File: src/rtl/mx_attn_pkg.sv
// Shared types and sizing helpers for the attention softmax datapath.
//   row_state_t : row FSM states (ACCUM collects a row, DRAIN replays it)
//   sum_width() : bit width that holds the sum of a full row without overflow
package mx_attn_pkg;

    typedef enum logic {ACCUM, DRAIN} row_state_t;

    function automatic int unsigned sum_width(input int unsigned in_num,
                                              input int unsigned data_width,
                                              input int unsigned row_beats);
        return data_width + $clog2(in_num * row_beats);
    endfunction

endpackage

File: src/rtl/row_buffer.sv
// Row storage: DEPTH beats of LANES x WIDTH elements.
//   clk     : clock
//   wr_en   : write enable
//   wr_addr : beat index to write
//   wr_data : beat to write
//   rd_addr : beat index to read
//   rd_data : combinational read data
// Storage has no reset; contents are only read after being written.
module row_buffer #(
    parameter int unsigned DEPTH  = 4,
    parameter int unsigned LANES  = 8,
    parameter int unsigned WIDTH  = 8,
    parameter int unsigned ADDR_W = 2
) (
    input  logic              clk,
    input  logic              wr_en,
    input  logic [ADDR_W-1:0] wr_addr,
    input  logic [WIDTH-1:0]  wr_data [LANES],
    input  logic [ADDR_W-1:0] rd_addr,
    output logic [WIDTH-1:0]  rd_data [LANES]
);

    logic [WIDTH-1:0] mem_q [DEPTH][LANES];

    always_ff @(posedge clk) begin
        if (wr_en) begin
            for (int i = 0; i < LANES; i++) begin
                mem_q[wr_addr][i] <= wr_data[i];
            end
        end
    end

    always_comb begin
        for (int i = 0; i < LANES; i++) begin
            rd_data[i] = mem_q[rd_addr][i];
        end
    end

endmodule

File: src/rtl/row_sum_bcast.sv
// Softmax normalisation front-end ahead of the integer divider.
// Collects one row (ROW_BEATS beats of IN_NUM exponents), totals it, then replays
// each beat as a dividend paired with a divisor beat carrying the row sum on every lane.
//   clk, rst                                   : clock, async active-high reset
//   data_in / data_in_valid / data_in_ready    : input row beats
//   dividend_data / _valid / _ready            : replayed row beats
//   divisor_data / _valid / _ready             : row sum replicated per lane
module row_sum_bcast
    import mx_attn_pkg::*;
#(
    parameter int unsigned IN_NUM     = 8,
    parameter int unsigned DATA_WIDTH = 8,
    parameter int unsigned ROW_BEATS  = 4,
    parameter int unsigned SUM_WIDTH  = sum_width(IN_NUM, DATA_WIDTH, ROW_BEATS)
) (
    input  logic                  clk,
    input  logic                  rst,
    input  logic [DATA_WIDTH-1:0] data_in [IN_NUM],
    input  logic                  data_in_valid,
    output logic                  data_in_ready,
    output logic [DATA_WIDTH-1:0] dividend_data [IN_NUM],
    output logic                  dividend_data_valid,
    input  logic                  dividend_data_ready,
    output logic [SUM_WIDTH-1:0]  divisor_data [IN_NUM],
    output logic                  divisor_data_valid,
    input  logic                  divisor_data_ready
);

    localparam int unsigned CNT_W = (ROW_BEATS > 1) ? $clog2(ROW_BEATS) : 1;
    localparam logic [CNT_W-1:0] LAST_BEAT = CNT_W'(ROW_BEATS - 1);

    row_state_t         state_q;
    logic [SUM_WIDTH-1:0] sum_q;
    logic [SUM_WIDTH-1:0] beat_sum;
    logic [CNT_W-1:0]   wr_cnt_q;
    logic [CNT_W-1:0]   rd_cnt_q;
    logic               div_taken_q;
    logic               dvs_taken_q;

    logic accept;
    logic div_done;
    logic dvs_done;
    logic beat_done;

    // Zero-extended lane total of the incoming beat.
    always_comb begin
        beat_sum = '0;
        for (int i = 0; i < IN_NUM; i++) begin
            beat_sum = beat_sum + SUM_WIDTH'(data_in[i]);
        end
    end

    assign data_in_ready       = (state_q == ACCUM);
    assign accept              = data_in_valid && data_in_ready;
    assign dividend_data_valid = (state_q == DRAIN) && !div_taken_q;
    assign divisor_data_valid  = (state_q == DRAIN) && !dvs_taken_q;

    // Fork: each side may be consumed on its own cycle; the beat retires once both are.
    assign div_done  = div_taken_q || (dividend_data_valid && dividend_data_ready);
    assign dvs_done  = dvs_taken_q || (divisor_data_valid && divisor_data_ready);
    assign beat_done = (state_q == DRAIN) && div_done && dvs_done;

    // An all-zero row would divide by zero downstream; substitute 1.
    always_comb begin
        for (int i = 0; i < IN_NUM; i++) begin
            divisor_data[i] = (sum_q == '0) ? SUM_WIDTH'(1) : sum_q;
        end
    end

    row_buffer #(
        .DEPTH  (ROW_BEATS),
        .LANES  (IN_NUM),
        .WIDTH  (DATA_WIDTH),
        .ADDR_W (CNT_W)
    ) u_row_buffer (
        .clk     (clk),
        .wr_en   (accept),
        .wr_addr (wr_cnt_q),
        .wr_data (data_in),
        .rd_addr (rd_cnt_q),
        .rd_data (dividend_data)
    );

    always_ff @(posedge clk or posedge rst) begin
        if (rst) begin
            state_q     <= ACCUM;
            sum_q       <= '0;
            wr_cnt_q    <= '0;
            rd_cnt_q    <= '0;
            div_taken_q <= 1'b0;
            dvs_taken_q <= 1'b0;
        end else begin
            case (state_q)
                ACCUM: begin
                    if (accept) begin
                        sum_q <= sum_q + beat_sum;
                        if (wr_cnt_q == LAST_BEAT) begin
                            wr_cnt_q <= '0;
                            state_q  <= DRAIN;
                        end else begin
                            wr_cnt_q <= wr_cnt_q + 1'b1;
                        end
                    end
                end
                DRAIN: begin
                    if (beat_done) begin
                        div_taken_q <= 1'b0;
                        dvs_taken_q <= 1'b0;
                        if (rd_cnt_q == LAST_BEAT) begin
                            rd_cnt_q <= '0;
                            sum_q    <= '0;
                            state_q  <= ACCUM;
                        end else begin
                            rd_cnt_q <= rd_cnt_q + 1'b1;
                        end
                    end else begin
                        if (dividend_data_valid && dividend_data_ready) div_taken_q <= 1'b1;
                        if (divisor_data_valid && divisor_data_ready)   dvs_taken_q <= 1'b1;
                    end
                end
                default: state_q <= ACCUM;
            endcase
        end
    end

endmodule

File: config.mk
export PLATFORM = sky130hd
export DESIGN_NAME = row_sum_bcast
export DESIGN_NICKNAME = d
export VERILOG_FILES = /design/src/rtl/mx_attn_pkg.sv /design/src/rtl/row_buffer.sv /design/src/rtl/row_sum_bcast.sv
export SDC_FILE = /design/constraint.sdc
export NUM_CORES = 1
export LEC_CHECK = 0
export ABC_AREA = 1
export CORE_MARGIN = 2
export CORE_UTILIZATION = 58
export CTS_CLUSTER_DIAMETER = 40
export DETAILED_ROUTE_END_ITERATION = 6
export PLACE_DENSITY = 0.86
export SETUP_SLACK_MARGIN = 0.1
export SLEW_MARGIN = 20
export SYNTH_ARGS = -nofsm -noshare
export SYNTH_HDL_FRONTEND = slang
export SYNTH_HIERARCHICAL = 1
export SYNTH_SLANG_ARGS = --single-unit
File: constraint.sdc
create_clock -name clk -period 8.7 [get_ports clk]
set_clock_uncertainty 0.05 [all_clocks]
set_input_delay 0.87 -clock clk [delete_from_list [all_inputs] [get_ports clk]]
set_output_delay 0.87 -clock clk [all_outputs]
set_load 0.005 [all_outputs]
Figure 1. Placed cells, one color a class.
Fill, decap, tap and diode cells in gray.
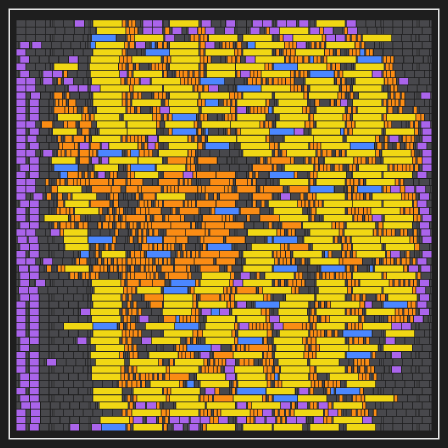
| color | class | cells |
|---|---|---|
| yellow | flip-flops | 276 |
| blue | clock drivers and dummy loads | 60 |
| purple | other buffers and delay cells | 247 |
| orange | all other logic | 1033 |
summed area of non-filler cells in the final layout: 17400 um^2
share of the core filled with cells: 71.6%
number of core rows: 57
area inside the core boundary: 24300 um^2
sequential share of cell area: 47.0%

Figure 2. Wiring heat map.
The bar under the picture is 50 um long. 32 x 32 tiles, from black (low) to pale yellow (high), scaled to the fullest tile. Values are wire area over tile area, all layers added.
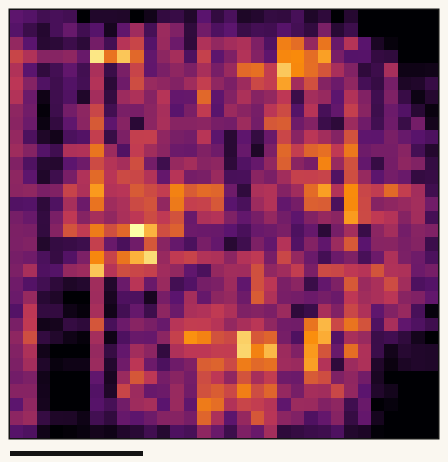
densest ninth of the die: south
emptiest ninth of the die: south-west
fullest tile: 0.65

Figure 3. Sequential cells grouped by signal name.
Other sequential cells in the stronger gray, the rest of the logic in the fainter gray.
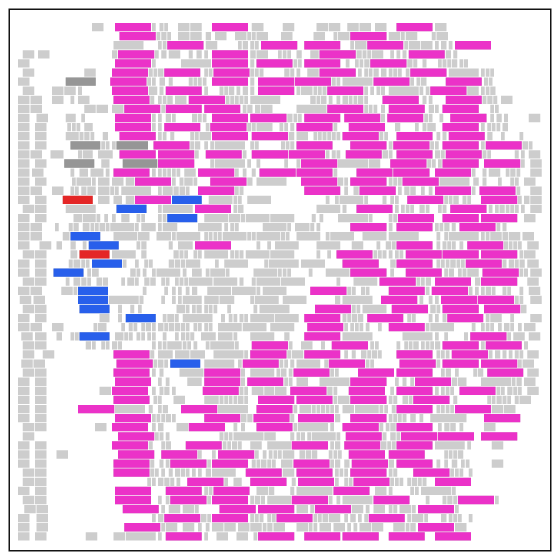
| color | name in the netlist | flops |
|---|---|---|
| blue | sum_q | 13 |
| magenta | u_row_buffer/mem_q | 256 |
| red | wr_cnt_q | 2 |
not colored: 5
seq pwr: 1880 uW
storage element area: 8190 um^2

Figure 4. A small window of the routed layout.
The bar under the picture is 20 um long. Region (15, 15) to (65, 65) um. Cells in gray, sequential cells in the stronger gray; small squares are vias.
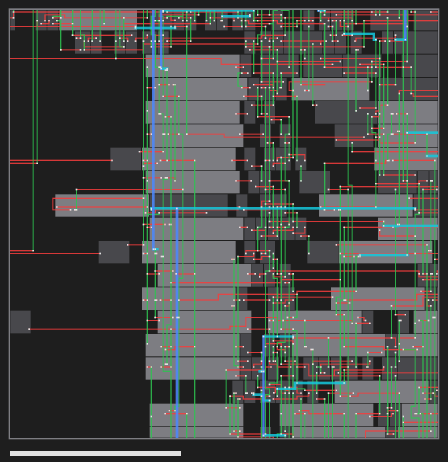
| color | layer |
|---|---|
| blue | met4 |
| cyan | met3 |
| green | met2 |
| red | met1 |
sequential cells in the window: 28
netlist names of flops here include: u_row_buffer/mem_q (26), sum_q (2)
most frequent: nand2_1 (41), inv_1 (31), edfxtp_1 (26)
cells with their middle in the window: 133

Figure 5. Placement view.
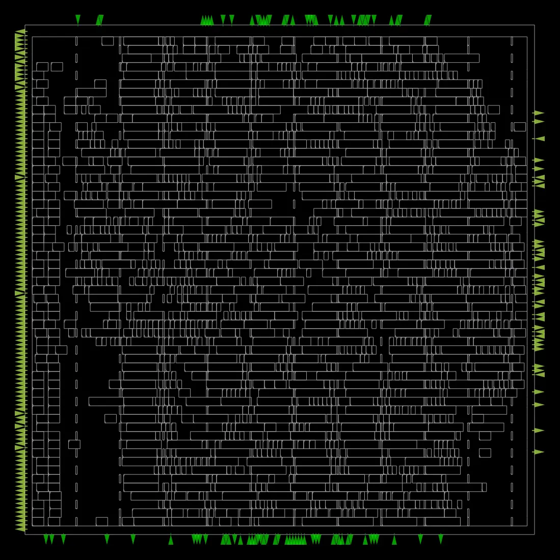
Filler Cell Count: 1645
Well Taps: 324
num sequential: 276
Final Non-Filler Cells: 1940

[synthesized netlist by cell type]
library cell	number	area (um^2)
inv_2	4	15.0
o21ai_0	6	30.0
nor3_1	6	30.0
a21oi_1	5	25.0
nand2_4	3	33.8
buf_4	105	788
inv_1	367	1380
a21oi_2	2	17.5
buf_6	1	11.3
clkbuf_1	16	60.1
a22oi_1	1	7.51
nand3_1	142	711
o22ai_1	3	18.8
nor4_1	1	6.26
buf_2	21	105
fa_1	55	1100
nor2_1	14	52.6
or2_0	1	6.26
buf_1	2	7.51
nand3b_1	3	22.5
nand2_1	393	1480
o21ai_2	1	8.76
edfxtp_1	256	7690
nand4_1	2	12.5
ha_1	19	238
o21a_1	2	15.0
dfrtp_1	20	500
nor2_4	1	11.3
inv_4	1	6.26
nor3b_1	1	7.51
[power breakdown]
group	internal, uW	switching [uW]
clock	847	522
sequential	1680	198
combinational	1650	2060
[sequential cells by signal, indices dropped and copies added (netlist names)]
signal / count
div_taken_q: 1
state_q: 1
dvs_taken_q: 1
u_row_buffer/mem_q: 256
sum_q: 13
rd_cnt_q: 2
wr_cnt_q: 2
[how the worst max path moves through the flow]
stage                  startpoint                       end  slack [ps]  cells after the start
detailed placement     data_in[2]                  sum_q[8]        3520                     19
floorplan           data_in_valid  u_row_buffer/mem_q[1][0]        2500                      5
global placement       data_in[2]                 sum_q[10]        3610                     19
global route          rd_cnt_q[0]         dividend_data[35]        3570                      6
CTS                   rd_cnt_q[0]         dividend_data[30]        3770                      6
finish                rd_cnt_q[0]         dividend_data[30]        3790                      6
[cell type report]
class,count,area [um^2]
flip-flops and latches,276,8190
fillers,1645,6900
multi-input cells,661,3850
repair buffers,247,2450
inverters,372,1400
clock buffers,46,970
well taps,324,405
clock inverters,14,148
==> flow report <==
==========================================================================================
Chip area from the yosys synthesis statistics ...............................   14400 um^2
Die Y .......................................................................       162 um
GRT Overall Usage ...........................................................        26.4%
Number of warnings reported in the yosys synthesis log ......................            6
Cell Chain, Critical Path ................................................... clkinv_2 -> buf_4 -> nand2_1 -> nand3_1 -> nand2_1 -> clkdlybuf4s50_1
Hold buffer count at cts ....................................................            0
Clock root buffer master ....................................................    clkbuf_16
Startpoint of the most critical register-to-register path ...................     sum_q[2]
Placed instance area ........................................................   16300 um^2
Number of standard cells reported by yosys ..................................         1454
Worst-case register-to-register setup slack .................................      4460 ps
Fin. Hold Viols .............................................................            0
Number of H-tree branching levels ...........................................            2
DRC marker count from the first detailed-route iteration ....................          934
Kind of end point of the critical path ......................................  output port
Wire per inst ...............................................................      17.4 um
Cts repair resizes ..........................................................            0
Sum Neg Setup Slack .........................................................         0 ps
Post-synthesis sequential area ratio ........................................        56.9%
Post-layout period usage of the worst path ..................................        56.4%
Buffer count from post-CTS setup fixing .....................................            0
Startpoint kind of the worst setup timing path ..............................     register
Share of synthesized cell area in and, or, nand and nor gates ...............        16.5%
Max FO, Critical Path .......................................................           72
MUX share of area ...........................................................           0%
Slowest stage delay, CP .....................................................       900 ps
Adder share .................................................................        9.30%
Min-delay src ...............................................................  dvs_taken_q
DR top layer ................................................................         met5
Fraction of layout cells with a size suffix above 1 .........................        4.70%
Largest net degree at the start of global routing ...........................           73
Met2 track demand over resource in global routing ...........................        45.6%
Area of the die .............................................................   26100 um^2
Final HPWL DP ...............................................................     21600 um
Iteration count of the initial detailed-routing pass ........................            6
Registers, synthesis ........................................................          276
Post-synth design cell area .................................................   14400 um^2
Wire length on met3 .........................................................      2690 um
Slowest-stage cell, CP ......................................................     clkinv_2
Clock edge transition at the registers on the reported setup and hold paths .        60 ps
Maximum achievable frequency ................................................      204 MHz
Worst-skew pair later-pin latency ...........................................       490 ps
Number of antenna violations at the first check in global routing ...........            1
Net count reported at finish ................................................         1735
Most numerous logic cells after layout ...................................... 393 x nand2_1, 367 x inv_1, 256 x edfxtp_1, 239 x clkdlybuf4s50_1, 142 x nand3_1
Power per standard cell area ................................................  399 nW/um^2
Average cell area after synthesis ...........................................    9.90 um^2
Number of buffers added by the clock tree synthesis step ....................           34
AND-OR/OR-AND share of the synthesized area .................................       0.852%
Run status .................................................................. finished, final reports clean
Static leakage ..............................................................   0.00800 uW
Met3 track demand over resource .............................................        4.29%
Critical R2R Capture ........................................................     sum_q[8]
RSZ-0062 raised after global routing ........................................           no
Min-Delay Path Depth ........................................................            2
Cell with the most instances on the worst path ..............................      nand2_1
Sink of the worst hold path .................................................  dvs_taken_q
GR Overflow Total ...........................................................            0
Arrival time at the worst endpoint ..........................................      3990 ps
Worst VDD drop ..............................................................     0.306 mV
Via count of the first global-routing pass ..................................         9919
Placement-stage worst setup slack ...........................................      3520 ps
N_diodes ....................................................................            0
Initial Utilization .........................................................        59.2%
CTS tree ....................................................................         done
Length of routed wiring on met1 .............................................     13100 um
Clock Sinks .................................................................          276
Distinct cell type count after synthesis ....................................           30
ANT nets after route ........................................................            0
Buffers plus inverters on the worst setup path ..............................            3
Depth of the worst register-to-register path ................................           16
RePlAce Congestion ..........................................................        0.869
Vias per cell ...............................................................         5.08
Total Power .................................................................      6950 uW
Die X .......................................................................       162 um
Kind of critical path ....................................................... register to output port
Area share of xor/xnor cells in the synthesized design ......................           0%
Max clock buf depth .........................................................            3
Worst-margin pin slew .......................................................      1040 ps
OpenROAD warning count ......................................................           26
Global-route wire length before repair ......................................     52700 um
Residual DRC count ..........................................................            0
Min cycle time layout .......................................................      4910 ps
IO buf count ................................................................          239
Number of nets at floorplan .................................................         1597
Min Hold Slack ..............................................................       534 ps
Synthesis-to-finish area growth .............................................        21.1%
Largest non-sequential cell family by area .................................. buffers and inverters
Hold Path Class ............................................................. register to register
Final worst-path setup slack ................................................      3790 ps
Commonest Layout Cell .............................................................      nand2_1
Final Routed Wirelength .....................................................     33800 um
Rel. slew slack .............................................................        30.8%
Data required, critical path ................................................      7780 ps
Synth Instances .............................................................         1454
Count of placed standard cells including taps ...............................         1880
Met1 Track Usage GR .........................................................        33.9%
Busiest metal layer after global routing ....................................         met2
Via total after detailed routing ............................................         9857
Delay-heaviest family, CP ................................................... buffers and inverters
Final count of negative-setup-slack endpoints ...............................            0
Number of max-slew violations in the final report ...........................            0
MaxCap Viol Count ...........................................................            0
Total met2 wirelength after detailed routing ................................     16900 um
Number of ports placed on the die boundary ..................................          240
==========================================================================================
Power figures rest on the tool's default switching activity, not on a simulated workload.
